$ cat src/rtl/calc_pkg.sv
// Shared types and constants for the calculator operand-entry front end.
//   - state_e      : entry sequencer states
//   - CALC_W       : default operand/result width
//   - CALC_CNT_W   : default completed-operation counter width
//   - STEP_*       : LED codes shown on the step output
//   - opcode names : CombCalc opcode values (passed through, never decoded here)
package calc_pkg;

    localparam int unsigned CALC_W     = 4;
    localparam int unsigned CALC_CNT_W = 8;
    localparam int unsigned OP_W       = 3;
    localparam int unsigned STEP_W     = 3;

    typedef enum logic [2:0] {
        ST_GET_A  = 3'd0,
        ST_GET_B  = 3'd1,
        ST_GET_OP = 3'd2,
        ST_EXEC   = 3'd3,
        ST_SHOW   = 3'd4
    } state_e;

    localparam logic [STEP_W-1:0] STEP_GET_A  = 3'b001;
    localparam logic [STEP_W-1:0] STEP_GET_B  = 3'b010;
    localparam logic [STEP_W-1:0] STEP_GET_OP = 3'b100;
    localparam logic [STEP_W-1:0] STEP_RUN    = 3'b111;

    localparam logic [OP_W-1:0] ADD_AB = 3'b000;
    localparam logic [OP_W-1:0] SUB_AB = 3'b001;
    localparam logic [OP_W-1:0] AND_AB = 3'b010;
    localparam logic [OP_W-1:0] OR_AB  = 3'b011;
    localparam logic [OP_W-1:0] XOR_AB = 3'b100;
    localparam logic [OP_W-1:0] NOT_A  = 3'b101;
    localparam logic [OP_W-1:0] NEG_A  = 3'b110;
    localparam logic [OP_W-1:0] PASS_B = 3'b111;

    // LED code for a given state; EXEC and SHOW share the "running" code.
    function automatic logic [STEP_W-1:0] step_code(input state_e st);
        logic [STEP_W-1:0] code;
        code = STEP_RUN;
        case (st)
            ST_GET_A:  code = STEP_GET_A;
            ST_GET_B:  code = STEP_GET_B;
            ST_GET_OP: code = STEP_GET_OP;
            default:   code = STEP_RUN;
        endcase
        return code;
    endfunction

endpackage

$ cat src/rtl/calc_entry_seq.sv
// Sequential operand-entry front end for the combinational calculator.
// Collects A, B and an opcode from the switches over successive enter pulses,
// presents them registered to CombCalc, latches its result one cycle later,
// and lets the previous result be chained back in as the next A.
// Ports:
//   clk, rst            : clock, asynchronous active-high reset
//   SW, enter, clear    : switch value and debounced one-cycle pulses
//   calc_A/B/OP         : registered operands/opcode to CombCalc
//   calc_R, calc_ovf    : combinational result from CombCalc
//   R_out, ovf_out      : latched result and its overflow flag
//   ovf_sticky          : any overflow since last clear/reset
//   done                : one-cycle pulse when a new result is latched
//   step                : LED code for the current state
//   op_count            : saturating count of completed operations
module calc_entry_seq
    import calc_pkg::*;
#(
    parameter int unsigned W     = CALC_W,
    parameter int unsigned CNT_W = CALC_CNT_W
) (
    input  logic               clk,
    input  logic               rst,
    input  logic [W-1:0]       SW,
    input  logic               enter,
    input  logic               clear,
    output logic [W-1:0]       calc_A,
    output logic [W-1:0]       calc_B,
    output logic [OP_W-1:0]    calc_OP,
    input  logic [W-1:0]       calc_R,
    input  logic               calc_ovf,
    output logic [W-1:0]       R_out,
    output logic               ovf_out,
    output logic               ovf_sticky,
    output logic               done,
    output logic [STEP_W-1:0]  step,
    output logic [CNT_W-1:0]   op_count
);

    state_e              state_q,  state_d;
    logic [W-1:0]        a_q,      a_d;
    logic [W-1:0]        b_q,      b_d;
    logic [OP_W-1:0]     op_q,     op_d;
    logic [W-1:0]        r_q,      r_d;
    logic                ovf_q,    ovf_d;
    logic                sticky_q, sticky_d;
    logic                done_q,   done_d;
    logic [STEP_W-1:0]   step_q,   step_d;
    logic [CNT_W-1:0]    cnt_q,    cnt_d;

    // Next-state and register-update logic; clear overrides every state.
    always_comb begin
        state_d  = state_q;
        a_d      = a_q;
        b_d      = b_q;
        op_d     = op_q;
        r_d      = r_q;
        ovf_d    = ovf_q;
        sticky_d = sticky_q;
        done_d   = 1'b0;
        cnt_d    = cnt_q;

        if (clear) begin
            // A clear landing on EXEC discards that result and does not count it.
            state_d  = ST_GET_A;
            a_d      = '0;
            b_d      = '0;
            op_d     = '0;
            r_d      = '0;
            ovf_d    = 1'b0;
            sticky_d = 1'b0;
        end else begin
            case (state_q)
                ST_GET_A: begin
                    if (enter) begin
                        a_d     = SW;
                        state_d = ST_GET_B;
                    end
                end
                ST_GET_B: begin
                    if (enter) begin
                        b_d     = SW;
                        state_d = ST_GET_OP;
                    end
                end
                ST_GET_OP: begin
                    if (enter) begin
                        op_d    = SW[OP_W-1:0];
                        state_d = ST_EXEC;
                    end
                end
                ST_EXEC: begin
                    // CombCalc has had one full cycle on the registered operands.
                    r_d      = calc_R;
                    ovf_d    = calc_ovf;
                    sticky_d = sticky_q | calc_ovf;
                    done_d   = 1'b1;
                    if (cnt_q != {CNT_W{1'b1}}) begin
                        cnt_d = cnt_q + CNT_W'(1);
                    end
                    state_d  = ST_SHOW;
                end
                ST_SHOW: begin
                    // Chain: the wrapped result becomes A, B and OP are kept.
                    if (enter) begin
                        a_d     = r_q;
                        state_d = ST_GET_B;
                    end
                end
                default: begin
                    state_d = ST_GET_A;
                end
            endcase
        end

        step_d = step_code(state_d);
    end

    // State and output registers.
    always_ff @(posedge clk or posedge rst) begin
        if (rst) begin
            state_q  <= ST_GET_A;
            a_q      <= '0;
            b_q      <= '0;
            op_q     <= '0;
            r_q      <= '0;
            ovf_q    <= 1'b0;
            sticky_q <= 1'b0;
            done_q   <= 1'b0;
            step_q   <= STEP_GET_A;
            cnt_q    <= '0;
        end else begin
            state_q  <= state_d;
            a_q      <= a_d;
            b_q      <= b_d;
            op_q     <= op_d;
            r_q      <= r_d;
            ovf_q    <= ovf_d;
            sticky_q <= sticky_d;
            done_q   <= done_d;
            step_q   <= step_d;
            cnt_q    <= cnt_d;
        end
    end

    assign calc_A     = a_q;
    assign calc_B     = b_q;
    assign calc_OP    = op_q;
    assign R_out      = r_q;
    assign ovf_out    = ovf_q;
    assign ovf_sticky = sticky_q;
    assign done       = done_q;
    assign step       = step_q;
    assign op_count   = cnt_q;

endmodule

$ cat config.mk
export PLATFORM = sky130hd
export DESIGN_NAME = calc_entry_seq
export DESIGN_NICKNAME = d
export VERILOG_FILES = /design/src/rtl/calc_pkg.sv /design/src/rtl/calc_entry_seq.sv
export SDC_FILE = /design/constraint.sdc
export NUM_CORES = 1
export LEC_CHECK = 0
export CAP_MARGIN = 20
export CORE_MARGIN = 1.5
export CORE_UTILIZATION = 50
export DETAILED_ROUTE_END_ITERATION = 8
export PLACE_DENSITY = 0.94
export SYNTH_ARGS = -nofsm -noshare
export SYNTH_HDL_FRONTEND = slang
export SYNTH_SLANG_ARGS = --single-unit
$ cat constraint.sdc
create_clock -name clk -period 2.55 [get_ports clk]
set_clock_uncertainty 0.15 [all_clocks]
set_input_delay 0.51 -clock clk [delete_from_list [all_inputs] [get_ports clk]]
set_output_delay 0.51 -clock clk [all_outputs]
set_load 0.01 [all_outputs]
==> reports/metrics.yaml <==
status:
  status: "complete, no violations"
critical_path:
  cp_top_family: "flip-flops"
  crit_path_max_incr_delay_ps: 530
  cp_max_fo: 1
global_routing:
  grt_pass1_vias: 1178
  antenna_found_initial: 0
  grt_busiest_layer: "met2"
  use_met1: 0.267
drt:
  wl_met3_um: 230
  firstDrtPassIters: 4
  avgRoutedWirePerCell_um: 14.9
clock_network:
  clkSinkCount: 32
  cts_root_buf: "clkbuf_4"
sta:
  maxSlewHeadroom: 0.629
layout:
  n_antenna_cell: 0
  layout.cells.most_common: "clkdlybuf4s50_1"
pwr:
  leakage_uw: 0.000837
  power_leader: "sequential cells"
  pg_comb_uw: 153
  netSwitchingFraction: 0.261
logic_synthesis:
  yosys_area_mm2: 0.00145
  ff_type: "dfrtp_1"
  yosys_warnings: 0
  netlist_area_mm2: 0.00145
flow_run:
  cap_viol_max_count: 0
place:
  dp_hpwl_mm: 2.25
## logic make-up after synthesis
family / Yosys count / share of synthesized area
compound gates: 27 / 0.111
xor+xnor: 2 / 0.0121
simple gates: 49 / 0.192
flops: 32 / 0.553
buf+inv: 10 / 0.0328
fa+ha+maj: 1 / 0.00862
mux: 13 / 0.0905
## layout make-up
cell class | instances | area, um^2 | area share
sequential | 32 | 802 | 0.412
clock buffer | 6 | 51.3 | 0.0264
inverter | 4 | 15.0 | 0.00772
tap | 31 | 38.8 | 0.0199
timing repair buffer | 43 | 425 | 0.219
clock inverter | 2 | 10.0 | 0.00515
multi-input combinational | 92 | 602 | 0.310
## final timing paths
check / slack, ps / to
worst min-delay path: 370 / ovf_sticky
min in group asynchronous: 390 / calc_A[1]
worst max register to register: 710 / op_count[7]
worst max-delay path: 500 / step[0]
max in group asynchronous: 1540 / step[0]
worst min register to register: 370 / ovf_sticky
## per-stage QoR
stage / cell area (um^2) / setup slack, ps / hold WS, ps / total power (uW)
floorplan: 1450 / 938 / 376 / 639
global placement: 1880 / 495 / 338 / 717
detailed placement: 1880 / 353 / 353 / 727
CTS: 1940 / 483 / 378 / 1030
global route: 1940 / 451 / 385 / 1070
finish: 1940 / 502 / 372 / 1020
## cells in the mapped netlist, types with 2 or more instances
cell type  number  area share
dfrtp_1        31        0.53
nor2_1         15       0.039
a21oi_1        14       0.048
nand2_1        13       0.034
mux2i_1        12       0.083
a211oi_1        4       0.021
a31oi_1         4       0.017
inv_1           3      0.0078
nand3_1         3       0.010
and2_1          2      0.0086
and3_1          2      0.0086
buf_2           2      0.0069
buf_4           2       0.010
clkbuf_1        2      0.0052
nor2b_1         2      0.0086
nor3_1          2      0.0069
nor4b_1         2       0.012
o21a_1          2       0.010
xnor2_1         2       0.012
### Floorplan with the power grid

Scale: 6 px per um. Pins as bars on the die edge.
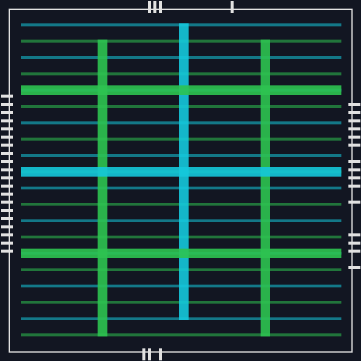
VSS: marked green. VDD: marked cyan.
42 signal pins sit on the boundary. 3 straps on met4.
die width: 56.9 um
Max VDD drop: 0.452 mV
core area: 0.00276 mm^2

### Placement by cell class

Scale: 4 px per um. Fill, decap, tap and diode cells in grey.
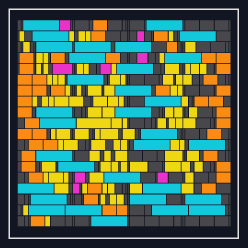
clock drivers and dummy loads: marked magenta, cells 8, share of their area 3.2%. registers: marked cyan, cells 32, share of their area 42%. remaining buffers and delay cells: marked orange, cells 43, share of their area 22%. remaining logic cells: marked yellow, cells 96, share of their area 32%.

Power and IR drop assume default switching activity.
